$ cat src/rtl/hazard_scoreboard.sv
// Hazard and forwarding controller at the ID/EX boundary: tracks in-flight destinations
// per stage and resolves each ID source to register file, a forwarding slot, or a stall.
module hazard_scoreboard #(
    parameter int XLEN   = 32,
    parameter int NREG   = 32,
    parameter int STAGES = 3,
    parameter int LW     = $clog2(STAGES),
    localparam int AW    = $clog2(NREG)
) (
    input  logic                   clk_i,
    input  logic                   rst_i,
    input  logic                   id_valid_i,
    input  logic [AW-1:0]          id_rs1_i,
    input  logic [AW-1:0]          id_rs2_i,
    input  logic                   id_rs1_use_i,
    input  logic                   id_rs2_use_i,
    input  logic [AW-1:0]          id_rd_i,
    input  logic                   id_wr_en_i,
    input  logic [LW-1:0]          id_rdy_i,
    input  logic [XLEN-1:0]        rf_rs1_data_i,
    input  logic [XLEN-1:0]        rf_rs2_data_i,
    input  logic [STAGES*XLEN-1:0] stg_data_i,
    input  logic                   ext_stall_i,
    input  logic                   flush_i,
    output logic                   stall_o,
    output logic                   issue_o,
    output logic [XLEN-1:0]        rs1_data_o,
    output logic [XLEN-1:0]        rs2_data_o,
    output logic [LW:0]            rs1_fwd_o,
    output logic [LW:0]            rs2_fwd_o,
    output logic [AW:0]            inflight_o
);

    typedef struct packed {
        logic            haz;
        logic [LW:0]     fwd;
        logic [XLEN-1:0] data;
    } lookup_t;

    logic [STAGES-1:0] v_q, v_d;
    logic [STAGES-1:0] we_q, we_d;
    logic [AW-1:0]     rd_q  [STAGES];
    logic [AW-1:0]     rd_d  [STAGES];
    logic [LW-1:0]     rdy_q [STAGES];
    logic [LW-1:0]     rdy_d [STAGES];
    logic [AW:0]       inflight_q, inflight_d;

    logic [STAGES-1:0] hit1, hit2, ready;
    logic              new_we;
    logic [LW-1:0]     new_rdy;
    lookup_t           lk1, lk2;

    // Per-slot match and readiness: slot k holds a usable result once k has reached rdy.
    for (genvar gi = 0; gi < STAGES; gi++) begin : g_slot
        assign hit1[gi]  = v_q[gi] && we_q[gi] && (rd_q[gi] == id_rs1_i);
        assign hit2[gi]  = v_q[gi] && we_q[gi] && (rd_q[gi] == id_rs2_i);
        assign ready[gi] = (LW'(gi) >= rdy_q[gi]);
    end

    // Scan oldest to youngest so the youngest match overrides every older one.
    function automatic lookup_t lookup(
        input logic [STAGES-1:0]      hit,
        input logic [STAGES-1:0]      rdy_vec,
        input logic                   use_src,
        input logic [AW-1:0]          rs,
        input logic [XLEN-1:0]        rf,
        input logic [STAGES*XLEN-1:0] stg,
        input logic                   rst
    );
        lookup_t r;
        r.haz  = 1'b0;
        r.fwd  = '0;
        r.data = rf;
        if (use_src && (rs != '0) && !rst) begin
            for (int k = STAGES - 1; k >= 0; k--) begin
                if (hit[k]) begin
                    if (rdy_vec[k]) begin
                        r.haz  = 1'b0;
                        r.fwd  = (LW+1)'(k + 1);
                        r.data = stg[k*XLEN +: XLEN];
                    end else begin
                        r.haz  = 1'b1;
                        r.fwd  = '0;
                        r.data = rf;
                    end
                end
            end
        end
        return r;
    endfunction

    always_comb begin
        lk1 = lookup(hit1, ready, id_rs1_use_i, id_rs1_i, rf_rs1_data_i, stg_data_i, rst_i);
        lk2 = lookup(hit2, ready, id_rs2_use_i, id_rs2_i, rf_rs2_data_i, stg_data_i, rst_i);
    end

    assign stall_o    = id_valid_i && (lk1.haz || lk2.haz) && !rst_i;
    assign issue_o    = id_valid_i && !stall_o && !ext_stall_i && !flush_i && !rst_i;
    assign rs1_data_o = lk1.data;
    assign rs2_data_o = lk2.data;
    assign rs1_fwd_o  = lk1.fwd;
    assign rs2_fwd_o  = lk2.fwd;
    assign inflight_o = inflight_q;

    assign new_we  = id_wr_en_i && (id_rd_i != '0);
    assign new_rdy = (id_rdy_i > LW'(STAGES - 1)) ? LW'(STAGES - 1) : id_rdy_i;

    always_comb begin
        v_d        = v_q;
        we_d       = we_q;
        rd_d       = rd_q;
        rdy_d      = rdy_q;
        inflight_d = inflight_q;
        if (!ext_stall_i) begin
            for (int k = STAGES - 1; k >= 1; k--) begin
                v_d[k]   = v_q[k-1];
                we_d[k]  = we_q[k-1];
                rd_d[k]  = rd_q[k-1];
                rdy_d[k] = rdy_q[k-1];
            end
            v_d[0]   = issue_o;
            we_d[0]  = issue_o && new_we;
            rd_d[0]  = id_rd_i;
            rdy_d[0] = new_rdy;
            // Shift-in and retirement of writers may cancel in the same edge.
            case ({issue_o && new_we, v_q[STAGES-1] && we_q[STAGES-1]})
                2'b10:   inflight_d = inflight_q + (AW+1)'(1);
                2'b01:   inflight_d = inflight_q - (AW+1)'(1);
                default: inflight_d = inflight_q;
            endcase
        end
    end

    always_ff @(posedge clk_i) begin
        if (rst_i) begin
            v_q        <= '0;
            we_q       <= '0;
            inflight_q <= '0;
        end else begin
            v_q        <= v_d;
            we_q       <= we_d;
            inflight_q <= inflight_d;
        end
        rd_q  <= rd_d;
        rdy_q <= rdy_d;
    end

endmodule

$ cat config.mk
export PLATFORM = sky130hd
export DESIGN_NAME = hazard_scoreboard
export DESIGN_NICKNAME = d
export VERILOG_FILES = /design/src/rtl/hazard_scoreboard.sv
export SDC_FILE = /design/constraint.sdc
export NUM_CORES = 1
export LEC_CHECK = 0
export CAP_MARGIN = 20
export CORE_MARGIN = 2
export CORE_UTILIZATION = 42
export DETAILED_ROUTE_END_ITERATION = 16
export PLACE_DENSITY = 0.88
export REMOVE_ABC_BUFFERS = 1
export SYNTH_ARGS = -nofsm -noshare
export SYNTH_HDL_FRONTEND = slang
export SYNTH_SLANG_ARGS = --single-unit
$ cat constraint.sdc
create_clock -name clk_i -period 11.05 [get_ports clk_i]
set_clock_uncertainty 0.15 [all_clocks]
set_input_delay 2.21 -clock clk_i [delete_from_list [all_inputs] [get_ports clk_i]]
set_output_delay 2.21 -clock clk_i [all_outputs]
set_load 0.02 [all_outputs]
metal_density.png
Scale bar: 20 um. The die is cut into 21 by 21 equal tiles; dark blue is low, red is high, scaled to the fullest tile. Values are wire area over tile area, all layers added.
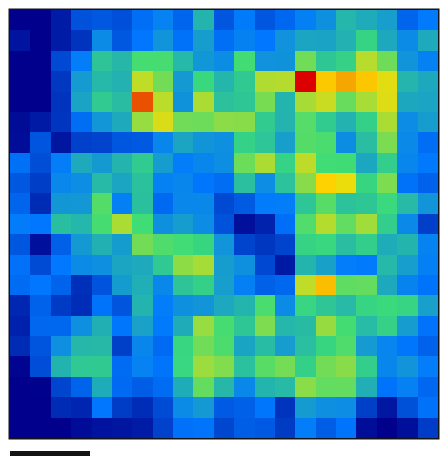
mean over tiles: 0.32
emptiest ninth of the die: lower left
tiles over half the peak: 18%

==> summary.rpt <==
IMPLEMENTATION SUMMARY REPORT
----------------------------------------------------
[Worst setup path]
  Signal arrival time at the worst endpoint ........................ 5.92 ns
  Combined buffer and inverter count along the critical path ........................ 3
  Category of the worst setup path capture point ........................ output port
  List of cells traversed by the critical path ........................ clkdlybuf4s50_1, xor2_1, nor4_1, nand2_1, nand2b_2, o31ai_2, buf_4, a221o_1, clkdlybuf4s50_1
  Delay of the slowest cell on the worst path ........................ 0.75 ns
  Required time reported for the critical path endpoint ........................ 8.69 ns

[Placed design]
  Placed wire-length estimate ........................ 15.6 mm
  Cell Area, Placed ........................ 7050 sq um
  Final weighted congestion in routability-driven placement ........................ 0.957
  Worst setup timing slack at the placement stage ........................ 2.71 ns

[Clock tree]
  Number of buffers created by CTS ........................ 5
  Clk buf depth ........................ 2
  Total clock sinks ........................ 33
  Clock Root Buffer ........................ sky130_fd_sc_hd__clkbuf_8

[Synth]
  Distinct cell type count after synthesis ........................ 51
  Cell total in the yosys stat output ........................ 603
  Synthesized chip area reported by yosys ........................ 4440 sq um
  Number of synthesized flops with an enable pin ........................ 21

[Power and ir drop]
  Peak supply drop ........................ 0.0000814 V
  Power density relative to cell area ........................ 65.4 nW/um^2

[Floorplan]
  # rows ........................ 37
  Number of top-level pins ........................ 263
  Horizontal die dimension ........................ 107 um

[Final timing]
  RSZ-0062 raised after global routing ........................ false
  Min Tclk post-route ........................ 8.28 ns

[Cells and area]
  Most frequent logic cell in the layout ........................ sky130_fd_sc_hd__clkdlybuf4s50_1
  Filler Cells Inserted ........................ 844

[GRT]
  Pin count of the biggest net entering global routing ........................ 46
  Global route total overflow ........................ 0
  Global Route Usage Sum ........................ 35.2%
  Gr busiest metal ........................ met2

[Run status]
  Result of the run ........................ finished, final reports clean

[Flow run]
  Max-Cap Viols ........................ 0

----------------------------------------------------
placement_by_type.png
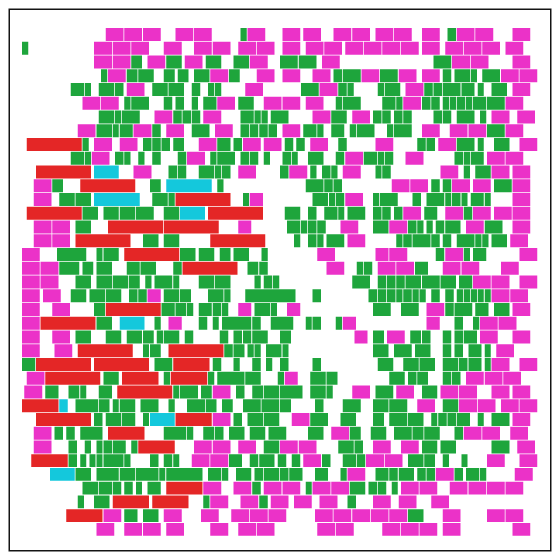
[green] combinational and other logic | cells: 515 | share of their area: 48%
[red] sequential cells | cells: 33 | share of their area: 12%
[cyan] clock drivers and dummy loads | cells: 8 | share of their area: 1.8%
[magenta] remaining buffers and delay cells | cells: 271 | share of their area: 38%

[Yosys cell counts (all sizes together), types with 3 or more instances]
library cell	instances	area [sq um]
nand3	50	250
clkbuf	39	146
o211ai	22	165
nor3	4	20.0
a22o	22	193
or4	3	26.3
edfxtp	21	631
buf	17	91.3
and2	10	62.6
nor2b	15	93.8
o32a	11	110
a21oi	64	320
nor2	46	173
o221ai	12	105
mux2i	25	250
a221o	15	150
a221oi	23	208
o21ai	29	156
dfxtp	12	240
a211o	7	61.3
xnor2	19	166
xor2	16	140
o31ai	13	97.6
inv	4	15.0
ha	5	62.6
nand2	70	263
[layout make-up]
cell class	instances	share of cell area [%]
clock buffer	7	1.65
clock inverter	1	0.0694
inverter	4	0.208
multi-input combinational	511	46.4
sequential	33	12.1
tap	136	2.36
timing repair buffer	271	37.3
[registers in the layout, summed over array words and instances, names as in the netlist]
| signal | cells |
|---|---|
| inflight_o | 6 |
| rd_q | 15 |
| rdy_q | 6 |
| v_q | 3 |
| we_q | 3 |
[worst paths after layout]
kind | start | endpoint | slack [ns] | depth (start not counted)
max | id_rs2_i[1] | rs2_data_o[24] | 2.77 | 9
min | rdy_q[2]$_DFFE_PN_ | rdy_q[0]$_DFFE_PN_ | 0.27 | 0
max reg2reg | rd_q[14]$_DFFE_PN_ | inflight_o[5]$_SDFFE_PP0P_ | 6.08 | 15
min reg2reg | rdy_q[2]$_DFFE_PN_ | rdy_q[0]$_DFFE_PN_ | 0.27 | 0
[kinds of logic (layout without fill, tap and decap cells)]
group,after synthesis,after routing,share of synthesized area (%)
AND-OR/OR-AND,229,229,37.8
XOR/XNOR,35,35,6.90
adder cells (fa/ha/maj),6,6,1.86
buffers and inverters,60,283,5.69
flip-flops,33,33,19.6
multiplexers,25,25,5.63
other,1,2,0.0844
AND/OR/NAND/NOR,214,214,22.5
Power is estimated from default activity; no workload was simulated.
